`config.mk`:
```
export PLATFORM = sky130hd
export DESIGN_NAME = downlink_frame_capture
export DESIGN_NICKNAME = d
export VERILOG_FILES = /design/src/rtl/downlink_frame_capture.sv
export SDC_FILE = /design/constraint.sdc
export NUM_CORES = 1
export LEC_CHECK = 0
export CORE_MARGIN = 3
export CORE_UTILIZATION = 40
export DETAILED_ROUTE_END_ITERATION = 7
export PLACE_DENSITY_LB_ADDON = 0.1
export RECOVER_POWER = 50
export SETUP_SLACK_MARGIN = 0.5
export SLEW_MARGIN = 5
export SYNTH_ARGS = -nofsm -noshare
export SYNTH_HDL_FRONTEND = slang
export SYNTH_SLANG_ARGS = --single-unit
```
`constraint.sdc`:
```
create_clock -name CLOCK -period 4.8 [get_ports CLOCK]
set_clock_uncertainty 0.15 [all_clocks]
set_input_delay 0.72 -clock CLOCK [delete_from_list [all_inputs] [get_ports CLOCK]]
set_output_delay 0.72 -clock CLOCK [all_outputs]
set_load 0.02 [all_outputs]
```
`src/rtl/downlink_frame_capture.sv`:
```
// Captures one A22 downlink frame (order bit + two 16-bit words, MSB first), checks odd
// parity on each word and holds the last complete frame until the next one finishes.
module downlink_frame_capture #(
   parameter int unsigned TIMEOUT = 512,
   parameter int unsigned CNT_W   = 16
) (
   input  logic             CLOCK,
   input  logic             rst,
   input  logic             DKSTRT,
   input  logic             DKBSNC,
   input  logic             DKDATA,
   output logic             FRAME_VALID,
   output logic             ORDER_BIT,
   output logic [15:0]      WORD1,
   output logic [15:0]      WORD2,
   output logic             PAR_ERR1,
   output logic             PAR_ERR2,
   output logic             BUSY,
   output logic             ABORT,
   output logic [CNT_W-1:0] FRAME_CNT,
   output logic [CNT_W-1:0] ABORT_CNT
);

   localparam int unsigned TMO_W = (TIMEOUT > 1) ? $clog2(TIMEOUT) : 1;
   localparam logic [TMO_W-1:0] TMO_LAST = TMO_W'(TIMEOUT - 1);

   localparam logic [2:0] S_IDLE  = 3'd0;
   localparam logic [2:0] S_ORDER = 3'd1;
   localparam logic [2:0] S_WORD1 = 3'd2;
   localparam logic [2:0] S_WORD2 = 3'd3;
   localparam logic [2:0] S_DONE  = 3'd4;

   logic             r_s, r_s_prev, r_b, r_b_prev, r_d;
   logic [2:0]       r_state;
   logic [3:0]       r_bitcnt;
   logic [TMO_W-1:0] r_tmo;
   logic [15:0]      r_shift;
   logic [15:0]      r_w1;
   logic [15:0]      r_w2;
   logic             r_order;

   logic        w_start;
   logic        w_bit;
   logic        w_restart;
   logic [15:0] w_word;

   assign w_start   = r_s & ~r_s_prev;
   assign w_bit     = r_b & ~r_b_prev;
   assign w_word    = {r_shift[14:0], r_d};
   // A start edge in DONE is deferred; everywhere else it (re)starts a frame.
   assign w_restart = w_start && (r_state != S_DONE);
   assign BUSY      = (r_state != S_IDLE);

   always_ff @(posedge CLOCK or posedge rst) begin
      if (rst) begin
         r_s         <= 1'b0;
         r_s_prev    <= 1'b0;
         r_b         <= 1'b0;
         r_b_prev    <= 1'b0;
         r_d         <= 1'b0;
         r_state     <= S_IDLE;
         r_bitcnt    <= 4'd0;
         r_tmo       <= '0;
         r_shift     <= 16'd0;
         r_w1        <= 16'd0;
         r_w2        <= 16'd0;
         r_order     <= 1'b0;
         FRAME_VALID <= 1'b0;
         ORDER_BIT   <= 1'b0;
         WORD1       <= 16'd0;
         WORD2       <= 16'd0;
         PAR_ERR1    <= 1'b0;
         PAR_ERR2    <= 1'b0;
         ABORT       <= 1'b0;
         FRAME_CNT   <= '0;
         ABORT_CNT   <= '0;
      end else begin
         r_s         <= DKSTRT;
         r_s_prev    <= r_s;
         r_b         <= DKBSNC;
         r_b_prev    <= r_b;
         r_d         <= DKDATA;
         FRAME_VALID <= 1'b0;
         ABORT       <= 1'b0;

         if (w_restart) begin
            if (r_state != S_IDLE) begin
               ABORT     <= 1'b1;
               ABORT_CNT <= ABORT_CNT + CNT_W'(1);
            end
            r_tmo    <= '0;
            r_bitcnt <= 4'd0;
            // A bit edge coinciding with the start edge is the order bit.
            if (w_bit) begin
               r_order <= r_d;
               r_state <= S_WORD1;
            end else begin
               r_state <= S_ORDER;
            end
         end else begin
            case (r_state)
               S_ORDER, S_WORD1, S_WORD2: begin
                  if (w_bit) begin
                     r_tmo <= '0;
                     if (r_state == S_ORDER) begin
                        r_order  <= r_d;
                        r_bitcnt <= 4'd0;
                        r_state  <= S_WORD1;
                     end else begin
                        r_shift  <= w_word;
                        r_bitcnt <= r_bitcnt + 4'd1;
                        if (r_bitcnt == 4'd15) begin
                           if (r_state == S_WORD1) begin
                              r_w1    <= w_word;
                              r_state <= S_WORD2;
                           end else begin
                              r_w2    <= w_word;
                              r_state <= S_DONE;
                           end
                        end
                     end
                  end else if (r_tmo == TMO_LAST) begin
                     ABORT     <= 1'b1;
                     ABORT_CNT <= ABORT_CNT + CNT_W'(1);
                     r_tmo     <= '0;
                     r_state   <= S_IDLE;
                  end else begin
                     r_tmo <= r_tmo + TMO_W'(1);
                  end
               end
               S_DONE: begin
                  FRAME_VALID <= 1'b1;
                  ORDER_BIT   <= r_order;
                  WORD1       <= r_w1;
                  WORD2       <= r_w2;
                  PAR_ERR1    <= ~^r_w1;
                  PAR_ERR2    <= ~^r_w2;
                  FRAME_CNT   <= FRAME_CNT + CNT_W'(1);
                  r_tmo       <= '0;
                  r_bitcnt    <= 4'd0;
                  r_state     <= w_start ? S_ORDER : S_IDLE;
               end
               default: r_state <= S_IDLE;
            endcase
         end
      end
   end

endmodule

```
==> flow_summary_export.csv, run 1 <==
group,metric,value,unit
cells_and_area,clk_share,0.08244,
power_and_ir_drop,peakVddDrop,0.2374,mV
clocking,cts_buffer_depth,2,
cells_and_area,regArea,3453,sq um
route,num_vias,3776,
timing,drv_slew,43,
worst_setup_path,crit_fanout,17,
worst_setup_path,rr_startpoint,"r_b_prev$_DFF_PP0_",
job,warning_count,28,
worst_setup_path,cp_slowest_cell,"or3_1",
route,wl_met3,414,um
yosys,ys_seq_frac,0.5882,
cells_and_area,inv_count,7,
cells_and_area,logic_area,2276,sq um
timing,final.setup.tns,0,ns
power_and_ir_drop,pwr-share-comb,0.071,
cells_and_area,largest_class,"sequential cells",
cells_and_area,buf_share,0.1049,
global_routing,met2_usage,0.2310,
worst_setup_path,cp.required,4.94,ns
global_routing,busiest_layer,"met2",
yosys,yosys.area_share.simple,0.1520,
power_and_ir_drop,power.share.clock,0.476,
timing,hold_viol,0,
cells_and_area,n_fill_cell,1291,
clocking,cts_resized,0,
route,drc,0,
placement,dpl_cell_area,6779,sq um
power_and_ir_drop,p_per_area,378.9,nW/um^2
power_and_ir_drop,swShare,0.2228,
yosys,synth-edff-count,0,
global_routing,grtUsageMet3,0.04599,
worst_setup_path,crit_arrival,3.32,ns
die,die_h,127.1,um
clocking,cts-root-buf,"clkbuf_16",
cells_and_area,most-common-layout-cells,"dfrtp_1 (138), nand2_1 (132), clkdlybuf4s50_1 (70)",
route,routedWlPerCell,14.38,um
worst_hold_path,hp-class,"reg2reg",
placement,numPortBuffers,74,
timing,fin_ws,1.619,ns
cells_and_area,area_growth,25.38,%
worst_hold_path,hold_end,"r_b_prev$_DFF_PP0_",
yosys,syn_area,5871,sq um
route,route.met2.wl,5356,um
die,core-area,14100,sq um
job,max-cap-violations,1,
worst_hold_path,worstHoldStart,"r_b$_DFF_PP0_",
yosys,yosys-stat-area,5871,sq um
clocking,worst_setup_hold_path_clk_slew,0.06,ns
cells_and_area,nNetsFinal,597,
yosys,synth_flops,138,
yosys,ys_sh_xor,0.09548,
worst_setup_path,crit_end,"r_w2[3]$_DFFE_PP0P_",
cells_and_area,seq_share,0.4691,
yosys,synth_adder_area_share,0.01066,
route,drt_iter0_drc,225,
power_and_ir_drop,power_leakage,3.571,nW
worst_hold_path,min_path_cells,0,
die,dieWidth,127.1,um
worst_setup_path,worst-path-buf-inv,0,
placement,dp_cells,748,
clocking,hold_buffers,0,
power_and_ir_drop,switchingPower,0.6213,mW
global_routing,antenna_found_initial,0,
die,io_pins,75,
yosys,synth_stat.cells,507,
power_and_ir_drop,p_comb,0.198,mW
global_routing,grt_overflow,0,
outcome,status,"finished, violations left",
cells_and_area,diodes,0,
placement,hpwl,7329,um
global_routing,met1_usage,0.1991,
worst_setup_path,worstSetupPathDepth,5,
worst_setup_path,crit_chain,"nand2b_1, nor3_1, nand2_1, or3_1, mux2_4",
timing,fmaxAchievable,314.4,MHz
timing,finalCritPeriodShare,0.6626,
power_and_ir_drop,seq-power,1.26,mW
global_routing,grt_pass1_vias,3792,
yosys,flop_cell,"dfrtp_1",
outcome,failed_checks,"max-capacitance violations, max-slew violations",
die,taps,180,
cells_and_area,fin_util,0.5222,
yosys,yosys_warnings,0,
route,dr.pass1.iters,4,
worst_setup_path,critPathLaunchType,"flip-flop",
## run 1: cells in the mapped netlist, drive strengths merged (2+ instances only)
cell type / n / area [sq um]
a21oi: 6 / 30.03
a31oi: 2 / 12.51
and3: 12 / 75.07
buf: 8 / 66.31
clkbuf: 8 / 30.03
dfrtp: 138 / 3453
ha: 5 / 62.56
inv: 7 / 26.28
mux2: 49 / 585.6
nand2: 132 / 503.0
nand2b: 3 / 18.77
nand3: 10 / 50.05
nand4: 6 / 52.55
nor2: 15 / 58.81
nor2b: 2 / 12.51
nor3: 6 / 46.30
nor4: 3 / 25.02
o21ai: 17 / 85.08
xnor2: 52 / 455.4
xor2: 12 / 105.1
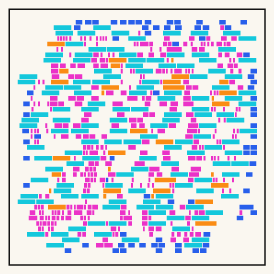
(run_1/cell_classes.png)
(2 px per um)
[other buffers and delay cells] blue | cells: 77
[flops] cyan | cells: 138
[clock drivers and dummy loads] orange | cells: 32
[all other logic] magenta | cells: 353

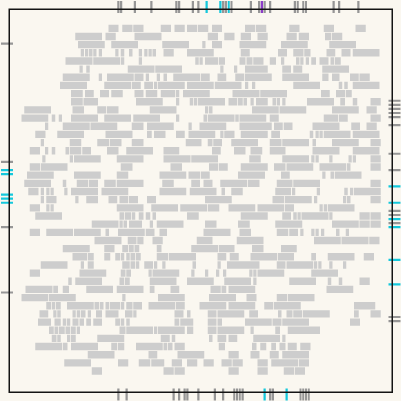
(run_1/pins.png)
(3 px per um) Pins as bars across the die edge, other pins in grey.
[`WORD2`] cyan | pins: 16 | direction: output | edge: 6 east, 5 west, 3 north, 2 south
[`PAR_ERR1`] purple | pins: 1 | direction: output | edge: north
all pins by edge: 26 north, 21 south, 19 east, 9 west

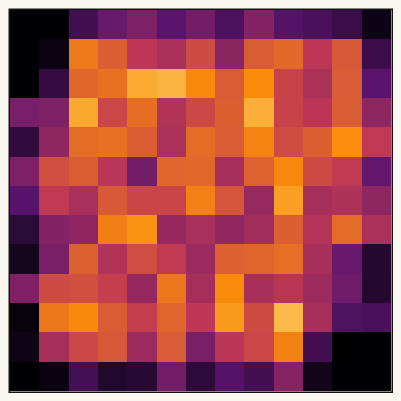
(run_1/density.png)
(3 px per um) 13 x 13 tiles, from black (low) to pale yellow (high), 0 to 100% covered.
fullest tile: 85%
emptiest ninth of the die: south-east
tiles over 75% full: 5.3%
mean over tiles: 44%
nearly empty tiles: 5.9%

==> run_1/metal_stack.png <==
(2 px per um)
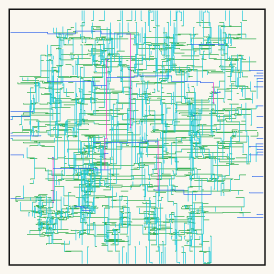

--- run 2 (diff from run 1) ---
==> constraint.sdc (replaced) <==
create_clock -name CLOCK -period 3.2 [get_ports CLOCK]
set_clock_uncertainty 0.15 [all_clocks]
set_input_delay 0.48 -clock CLOCK [delete_from_list [all_inputs] [get_ports CLOCK]]
set_output_delay 0.48 -clock CLOCK [all_outputs]
set_load 0.02 [all_outputs]
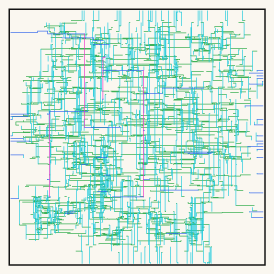
(run_2/metal_stack.png)
(2 px per um)
[met4] magenta | wire length: 174 um
[met2] cyan | wire length: 5690 um
[met1] green | wire length: 5230 um
[met3] blue | wire length: 386 um

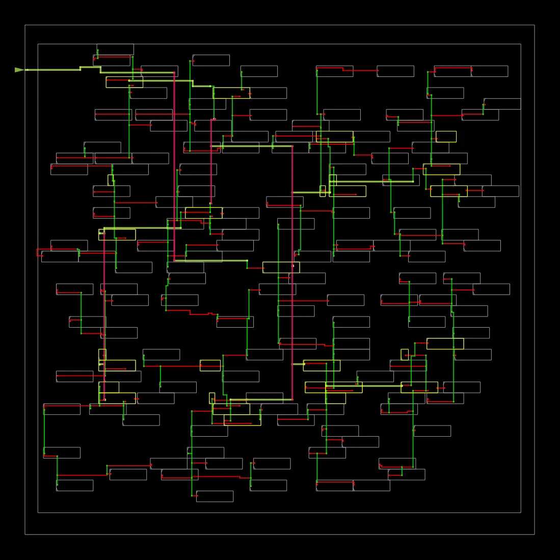
(run_2/final_clocks.png)
Clock Buffer Count: 25
total CTS buffers: 17
flip-flops: 138
Clk Latency, worst-skew pair: 0.41 ns

==> flow_summary_export.csv, run 2 <==
group,metric,value,unit
worst_hold_path,hp-class,"reg2reg",
worst_setup_path,crit_end,"r_w2[3]$_DFFE_PP0P_",
yosys,yosys_warnings,0,
timing,holdWs,0.2495,ns
placement,numPortBuffers,74,
worst_setup_path,crit_arrival,2.93,ns
die,fp_util,0.4165,
cells_and_area,diodes,0,
route,routedWlPerCell,14.66,um
cells_and_area,layout.cells.non_filler,783,
worst_setup_path,slowest_delay,0.76,ns
yosys,synth_flops,138,
power_and_ir_drop,p_comb,0.329,mW
yosys,synth_stat.cells,507,
power_and_ir_drop,p_clk,1.74,mW
clocking,hold_buffers,0,
clocking,cts_resized,3,
placement,dpl_cell_area,6829,sq um
die,dieWidth,127.1,um
worst_setup_path,rr_startpoint,"r_b_prev$_DFF_PP0_",
worst_hold_path,hold_end,"r_s_prev$_DFF_PP0_",
die,row_count,43,
route,dr.pass1.iters,4,
outcome,status,"finished, final reports clean",
timing,drv_slew,0,
global_routing,antenna_found_initial,0,
yosys,netlist.area_leader.share,0.5882,
power_and_ir_drop,p_per_area,538.1,nW/um^2
timing,worstMarginPinSlew,1.157,ns
worst_setup_path,critPathLaunchType,"flip-flop",
worst_setup_path,crit_fanout,17,
global_routing,busiest_layer,"met2",
yosys,syn_area,5871,sq um
worst_hold_path,worstHoldStart,"r_s$_DFF_PP0_",
worst_setup_path,cp.required,3.34,ns
placement,pre_cts_ws,0.2605,ns
job,max-cap-violations,0,
yosys,ys_seq_frac,0.5882,
yosys,top_area_cell,"dfrtp_1",
power_and_ir_drop,maxPowerGroup,"sequential cells",
route,drc,0,
route,route.met2.wl,5690,um
cells_and_area,fin_util,0.5231,
timing,final.setup.tns,0,ns
route,drt_iter0_drc,214,
route,vias_per_cell,4.891,
worst_setup_path,crit_chain,"nand2b_1, nor3_1, nand2_4, or3_2, mux2_4",
route,highest_layer,"met4",
placement,place.gp.congestion,0.8020,
job,warning_count,27,
yosys,flop_cell,"dfrtp_1",
global_routing,grt_pass1_wl,19760,um
die,die_h,127.1,um
die,die_area,16170,sq um
timing,layout_min_cycle_time,2.790,ns
global_routing,grt.total_usage,0.1530,
yosys,synthTopCellsByArea,"dfrtp_1 (59%), nand2_1 (8.4%), xnor2_1 (7.8%)",
clocking,cts.sinks,138,
power_and_ir_drop,p_int,3.037,mW
die,io_pins,75,
cells_and_area,stdcell_area,7373,sq um
timing,fmaxAchievable,358.5,MHz
yosys,yosys-stat-area,5871,sq um
clocking,cts_buffer_depth,2,
global_routing,grtUsageMet3,0.04473,
global_routing,grt_pass1_vias,3975,
yosys,synth-edff-count,0,
power_and_ir_drop,peakVddDrop,0.3555,mV
clocking,worst_setup_hold_path_clk_slew,0.06,ns
worst_setup_path,rrSetupSlack,0.41,ns
power_and_ir_drop,pwr-share-comb,0.083,
placement,hpwl,7789,um
clocking,cts_setup_buffers,0,
global_routing,met2_usage,0.2472,
cells_and_area,most-common-layout-cells,"dfrtp_1 (138), nand2_1 (131), clkdlybuf4s50_1 (69)",
power_and_ir_drop,power_leakage,3.569,nW
worst_setup_path,cp_slowest_cell,"or3_2",
cells_and_area,area_growth,25.60,%
yosys,synthArstFlopShare,1.000,
route,wl_met3,386,um
global_routing,met1_usage,0.1949,
timing,hold_viol,0,
worst_hold_path,min_path_cells,0,
power_and_ir_drop,swShare,0.2345,
die,core-area,14100,sq um
route,wl,11480,um
worst_setup_path,path_delay_family,"simple AND/OR/NAND/NOR gates",
cells_and_area,nNetsFinal,604,
timing,finalCritPeriodShare,0.8718,
global_routing,grt_overflow,0,
power_and_ir_drop,power.share.clock,0.439,
clocking,cts-root-buf,"clkbuf_16",
worst_setup_path,worstSetupPathDepth,5,
route,num_vias,3830,
yosys,most_common_cell,"dfrtp_1",
placement,dp_cells,753,
timing,finalSetupViolations,0,
timing,timing.slew.headroom,0.2241,
power_and_ir_drop,power,3.968,mW
worst_setup_path,r2r_cells,5,
route,antenna_left,0,
power_and_ir_drop,seq-power,1.90,mW
worst_setup_path,end_kind,"flip-flop",
global_routing,grt_max_degree,64,
worst_setup_path,worst-path-buf-inv,0,
yosys,common_cells,"dfrtp_1 (138), nand2_1 (131), xnor2_1 (52)",
worst_setup_path,r2r-end,"r_w2[3]$_DFFE_PP0P_",
power_and_ir_drop,switchingPower,0.9305,mW
timing,fin_ws,0.4102,ns
run 2: cells by family after synthesis:
kind of cell | Yosys count | share of synthesized area
AND-OR/OR-AND | 32 | 0.03133
flip-flops | 138 | 0.5882
AND/OR/NAND/NOR | 195 | 0.1520
XOR/XNOR | 64 | 0.09548
adder cells (fa/ha/maj) | 5 | 0.01066
buffers and inverters | 23 | 0.02089
multiplexers | 50 | 0.1014
run 2: worst reg2reg max path, cell delays in order, from the launching register on:
cell      delay [ns]
dfrtp_1         0.37
nand2b_1        0.22
nor3_1          0.50
nand2_4         0.28
or3_2           0.76
mux2_4          0.39
run 2: area by class of cell:
type                    instances  area (sq um)
fillers                      1252          6723
inverters                       7         30.03
clock buffers                  25         505.5
repair buffers                 84         828.3
clock inverters                 3         15.01
well taps                     180         225.2
multi-input cells             346          2316
flip-flops and latches        138          3453
No activity file was given, so power comes from the tool's default toggle rates.
